### src/rtl/mips_state_ctrl_pkg.sv
// mips_pkg: sequencer state encoding shared with the decoder, plus the bus byte-swap helper.
package mips_pkg;
  typedef enum logic [1:0] {
    FETCH = 2'b00,
    EXEC1 = 2'b01,
    EXEC2 = 2'b10,
    HALT  = 2'b11
  } state_t;
  function automatic logic [31:0] bswap32(input logic [31:0] d);
    return {d[7:0], d[15:8], d[23:16], d[31:24]};
  endfunction
endpackage

### src/rtl/mips_state_ctrl_if.sv
// mips_state_ctrl_if: Avalon read side and decoder handshake of the instruction sequencer.
interface mips_state_ctrl_if;
  import mips_pkg::*;
  logic        waitrequest;
  logic [31:0] readdata;
  logic        halt_req;
  logic        extra;
  logic        mem_req;
  state_t      state;
  logic [31:0] instruction;
  logic        active;
  logic        bus_error;
  modport master (
    input  waitrequest, readdata, halt_req, extra, mem_req,
    output state, instruction, active, bus_error
  );
  modport slave (
    output waitrequest, readdata, halt_req, extra, mem_req,
    input  state, instruction, active, bus_error
  );
endinterface

### src/rtl/mips_state_ctrl_wait_watchdog.sv
// mips_wait_watchdog: counts consecutive stall cycles; expired fires on the stall cycle that reaches WAIT_TIMEOUT.
module mips_wait_watchdog #(
  parameter int WAIT_TIMEOUT = 1024
) (
  input  logic clk,
  input  logic rst_n,
  input  logic clr,
  input  logic stall,
  output logic expired
);
  generate
    if (WAIT_TIMEOUT == 0) begin : g_off
      assign expired = 1'b0;
    end else begin : g_on
      localparam int W = $clog2(WAIT_TIMEOUT + 1);
      logic [W-1:0] r_cnt;
      always_ff @(posedge clk or negedge rst_n)
        if (!rst_n) r_cnt <= '0;
        else r_cnt <= (clr || !stall) ? '0 : (r_cnt == W'(WAIT_TIMEOUT)) ? r_cnt : r_cnt + 1'b1;
      // Combinational so HALT is taken on the very edge that ends the WAIT_TIMEOUT-th stall cycle.
      assign expired = stall && (r_cnt >= W'(WAIT_TIMEOUT - 1));
    end
  endgenerate
endmodule

### src/rtl/mips_state_ctrl.sv
// mips_state_ctrl: FETCH/EXEC1/EXEC2/HALT sequencer and IR for the multicycle MIPS core.
// Optional perf counters (cycle_count, instr_count) are enabled by defining MIPS_STATE_PERF_EN.
module mips_state_ctrl
  import mips_pkg::*;
#(
  parameter int BYTE_SWAP    = 1,
  parameter int WAIT_TIMEOUT = 1024,
  parameter int CNT_W        = 32
) (
  input  logic             clk,
  input  logic             rst_n,
  mips_state_ctrl_if.master bus
`ifdef MIPS_STATE_PERF_EN
  ,
  output logic [CNT_W-1:0] cycle_count,
  output logic [CNT_W-1:0] instr_count
`endif
);
  state_t      r_state, w_next;
  logic [31:0] r_ir;
  logic        r_bus_error;
  logic        w_stall, w_expired;
  assign w_stall = bus.waitrequest && (r_state == FETCH || (r_state == EXEC1 && bus.mem_req));
  mips_wait_watchdog #(.WAIT_TIMEOUT(WAIT_TIMEOUT)) u_wd (
    .clk(clk), .rst_n(rst_n), .clr(w_next != r_state), .stall(w_stall), .expired(w_expired)
  );
  always_ff @(posedge clk or negedge rst_n)
    if (!rst_n) begin
      r_state     <= FETCH;
      r_ir        <= '0;
      r_bus_error <= 1'b0;
    end else begin
      r_state     <= w_next;
      r_bus_error <= r_bus_error | w_expired;
      if (r_state == FETCH && w_next == EXEC1)
        r_ir <= (BYTE_SWAP != 0) ? bswap32(bus.readdata) : bus.readdata;
    end
  // Watchdog expiry overrides every other transition; halt_req beats a completing fetch.
  always_comb
    w_next = w_expired ? HALT :
             r_state == FETCH ? (bus.halt_req ? HALT : bus.waitrequest ? FETCH : EXEC1) :
             r_state == EXEC1 ? ((bus.mem_req && bus.waitrequest) ? EXEC1 : bus.extra ? EXEC2 : FETCH) :
             r_state == EXEC2 ? FETCH : HALT;
  always_comb begin
    bus.state       = r_state;
    bus.instruction = r_ir;
    bus.active      = r_state != HALT;
    bus.bus_error   = r_bus_error;
  end
`ifdef MIPS_STATE_PERF_EN
  logic [CNT_W-1:0] r_cyc, r_ins;
  logic             w_retire;
  assign w_retire = (r_state == EXEC1 || r_state == EXEC2) && w_next == FETCH;
  always_ff @(posedge clk or negedge rst_n)
    if (!rst_n) begin
      r_cyc <= '0;
      r_ins <= '0;
    end else begin
      if (r_state != HALT) r_cyc <= r_cyc + 1'b1;
      if (w_retire) r_ins <= r_ins + 1'b1;
    end
  assign cycle_count = r_cyc;
  assign instr_count = r_ins;
`endif
endmodule

### src/flat_wrapper.sv
// flat-port wrapper written by rule: the top's interface ports become plain ports
module mips_state_ctrl_flat import mips_pkg::*;
#(
  parameter int BYTE_SWAP    = 1,
  parameter int WAIT_TIMEOUT = 1024,
  parameter int CNT_W        = 32
)
  (clk, rst_n, bus_waitrequest, bus_readdata, bus_halt_req, bus_extra, bus_mem_req, bus_state, bus_instruction, bus_active, bus_bus_error);
  mips_state_ctrl_if bus_i ();
  input  logic clk;
  input  logic rst_n;
  input wire logic [$bits(bus_i.waitrequest)-1:0] bus_waitrequest;
  input wire logic [$bits(bus_i.readdata)-1:0] bus_readdata;
  input wire logic [$bits(bus_i.halt_req)-1:0] bus_halt_req;
  input wire logic [$bits(bus_i.extra)-1:0] bus_extra;
  input wire logic [$bits(bus_i.mem_req)-1:0] bus_mem_req;
  output wire logic [$bits(bus_i.state)-1:0] bus_state;
  output wire logic [$bits(bus_i.instruction)-1:0] bus_instruction;
  output wire logic [$bits(bus_i.active)-1:0] bus_active;
  output wire logic [$bits(bus_i.bus_error)-1:0] bus_bus_error;
  assign bus_i.waitrequest = bus_waitrequest;
  assign bus_i.readdata = bus_readdata;
  assign bus_i.halt_req = bus_halt_req;
  assign bus_i.extra = bus_extra;
  assign bus_i.mem_req = bus_mem_req;
  assign bus_state = bus_i.state;
  assign bus_instruction = bus_i.instruction;
  assign bus_active = bus_i.active;
  assign bus_bus_error = bus_i.bus_error;
  mips_state_ctrl #(.BYTE_SWAP(BYTE_SWAP), .WAIT_TIMEOUT(WAIT_TIMEOUT), .CNT_W(CNT_W)) u_core (.clk(clk), .rst_n(rst_n), .bus(bus_i));
endmodule
### config.mk
export PLATFORM = sky130hd
export DESIGN_NAME = mips_state_ctrl_flat
export DESIGN_NICKNAME = d
export VERILOG_FILES = /design/src/rtl/mips_state_ctrl_pkg.sv /design/src/rtl/mips_state_ctrl_if.sv /design/src/rtl/mips_state_ctrl_wait_watchdog.sv /design/src/rtl/mips_state_ctrl.sv /design/src/flat_wrapper.sv
export SDC_FILE = /design/constraint.sdc
export NUM_CORES = 1
export LEC_CHECK = 0
export ABC_AREA = 1
export ABC_CLOCK_PERIOD_IN_PS = 1600
export CORE_ASPECT_RATIO = 0.6
export CORE_UTILIZATION = 40
export DETAILED_ROUTE_END_ITERATION = 8
export HOLD_SLACK_MARGIN = 0.05
export PLACE_DENSITY_LB_ADDON = 0.25
export SLEW_MARGIN = 10
export SYNTH_ARGS = -nofsm -noshare
export SYNTH_HDL_FRONTEND = slang
export SYNTH_SLANG_ARGS = --single-unit
export TNS_END_PERCENT = 100
### constraint.sdc
create_clock -name clk -period 1.6 [get_ports clk]
set_input_delay 0.32 -clock clk [delete_from_list [all_inputs] [get_ports clk]]
set_output_delay 0.32 -clock clk [all_outputs]
set_load 0.01 [all_outputs]
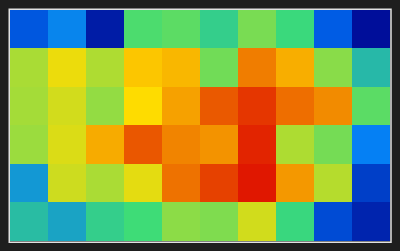
util_map.png
Drawn at 4 px/micron. 10 x 6 tiles, from dark blue (low) to red (high), 0 to 100% covered.
The densest ninth of the die: centre. The mean over all tiles is 60%. The fullest tile reaches 97%. 30% of the tiles are over 75% full.
final core area utilization: 0.708
FP Core Util: 0.435

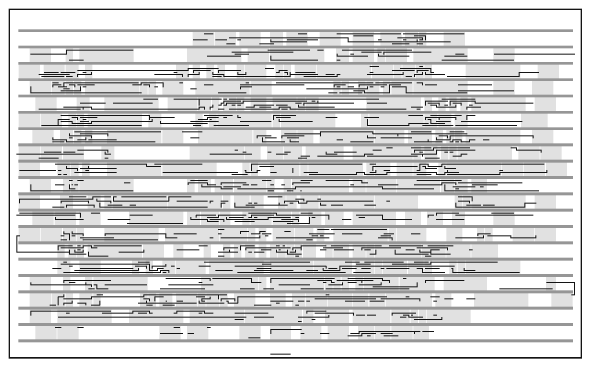
m1.png
Drawn at 6 px/micron. Supply wires on this layer in grey.
The layer holds 45% of the routed length. 308 nets have wire on it. The longest straight run is 31.3 microns.

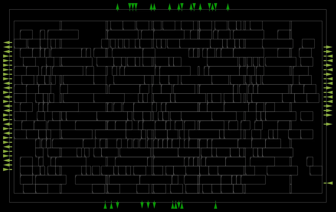
placed.png
FFs & Latches: 46
core area: 4780 sq um
sequential share of cell area: 0.342
Tapcells: 63

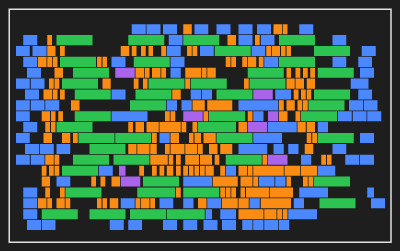
class_map.png
Drawn at 4 px/micron.
Orange shows remaining logic cells, cells 172, share of their area 29%. Green shows registers, cells 46, share of their area 35%. Purple shows clock drivers and dummy loads, cells 8, share of their area 2.9%. Blue shows remaining buffers and delay cells, cells 104, share of their area 33%.
# rows: 19
fin area: 3380 sq um

==> impl_metrics.toml <==
# implementation run metrics
[outcome]
outcome = "finished clean"

[setup_path]
cp-startpoint = "u_core.u_wd.g_on.r_cnt[1]$_DFFE_PN0P_"
critical_path_class = "flip-flop to flip-flop"
cpPeakStageDelay_ns = 0.39
reg2reg_from = "u_core.u_wd.g_on.r_cnt[1]$_DFFE_PN0P_"
crit_family = "simple AND/OR/NAND/NOR gates"
worstReg2RegEnd = "u_core.bus.instruction[25]$_DFFE_PN0P_"
reg2reg_depth = 10

[power_and_ir_drop]
p_per_area_nw_per_um2 = 604
total_leakage_power_uw = 0.00161

[final_layout]
num_antenna_cells = 0
area.growth.synth_to_final_pct = 62.6
comb_area_sq_um = 903
inverters = 16

[logic_synthesis]
synth-area-yosys_sq_um = 2080
yosysMostFrequentCell = "nand2_1"
simple_gate_area_frac = 0.317

[placed_design]
gp_congestion = 0.746
place_area_sq_um = 3010

[global_routing]
track_usage = 0.222
gr-total-overflow = 0

[routing]
vias = 1919

[final_timing]
hold_violations = 0
layout_min_cycle_time_ns = 1.59
finalMaxSlewViolations = 0

[clock_network]
htreeDepth = 2
## registers in the layout (all words and copies together), names as in the netlist
| register | cells |
|---|---|
| u_core.bus.bus_error | 1 |
| u_core.bus.instruction | 32 |
| u_core.bus.state | 2 |
| u_core.u_wd.g_on.r_cnt | 11 |
## repair_timing
| action | in CTS | in global routing |
|---|---|---|
| endpoints found under the setup margin | 45 | 42 |
| hold endpoints to repair | 19 | 0 |
| cloned | 2 | 2 |
| resized | 17 | 18 |
| pin swaps | 0 | 7 |
| hold buffers | 1 | 0 |
| setup buffers | 7 | 3 |
## where the power goes
group / total [uW] / internal, uW / switching [uW] / leakage (uW)
clock network: 747 / 347 / 399 / 0.0000472
registers: 1160 / 1160 / 0.464 / 0.000623
logic: 134 / 86.7 / 47.2 / 0.000936
Power figures rest on the tool's default switching activity, not on a simulated workload.
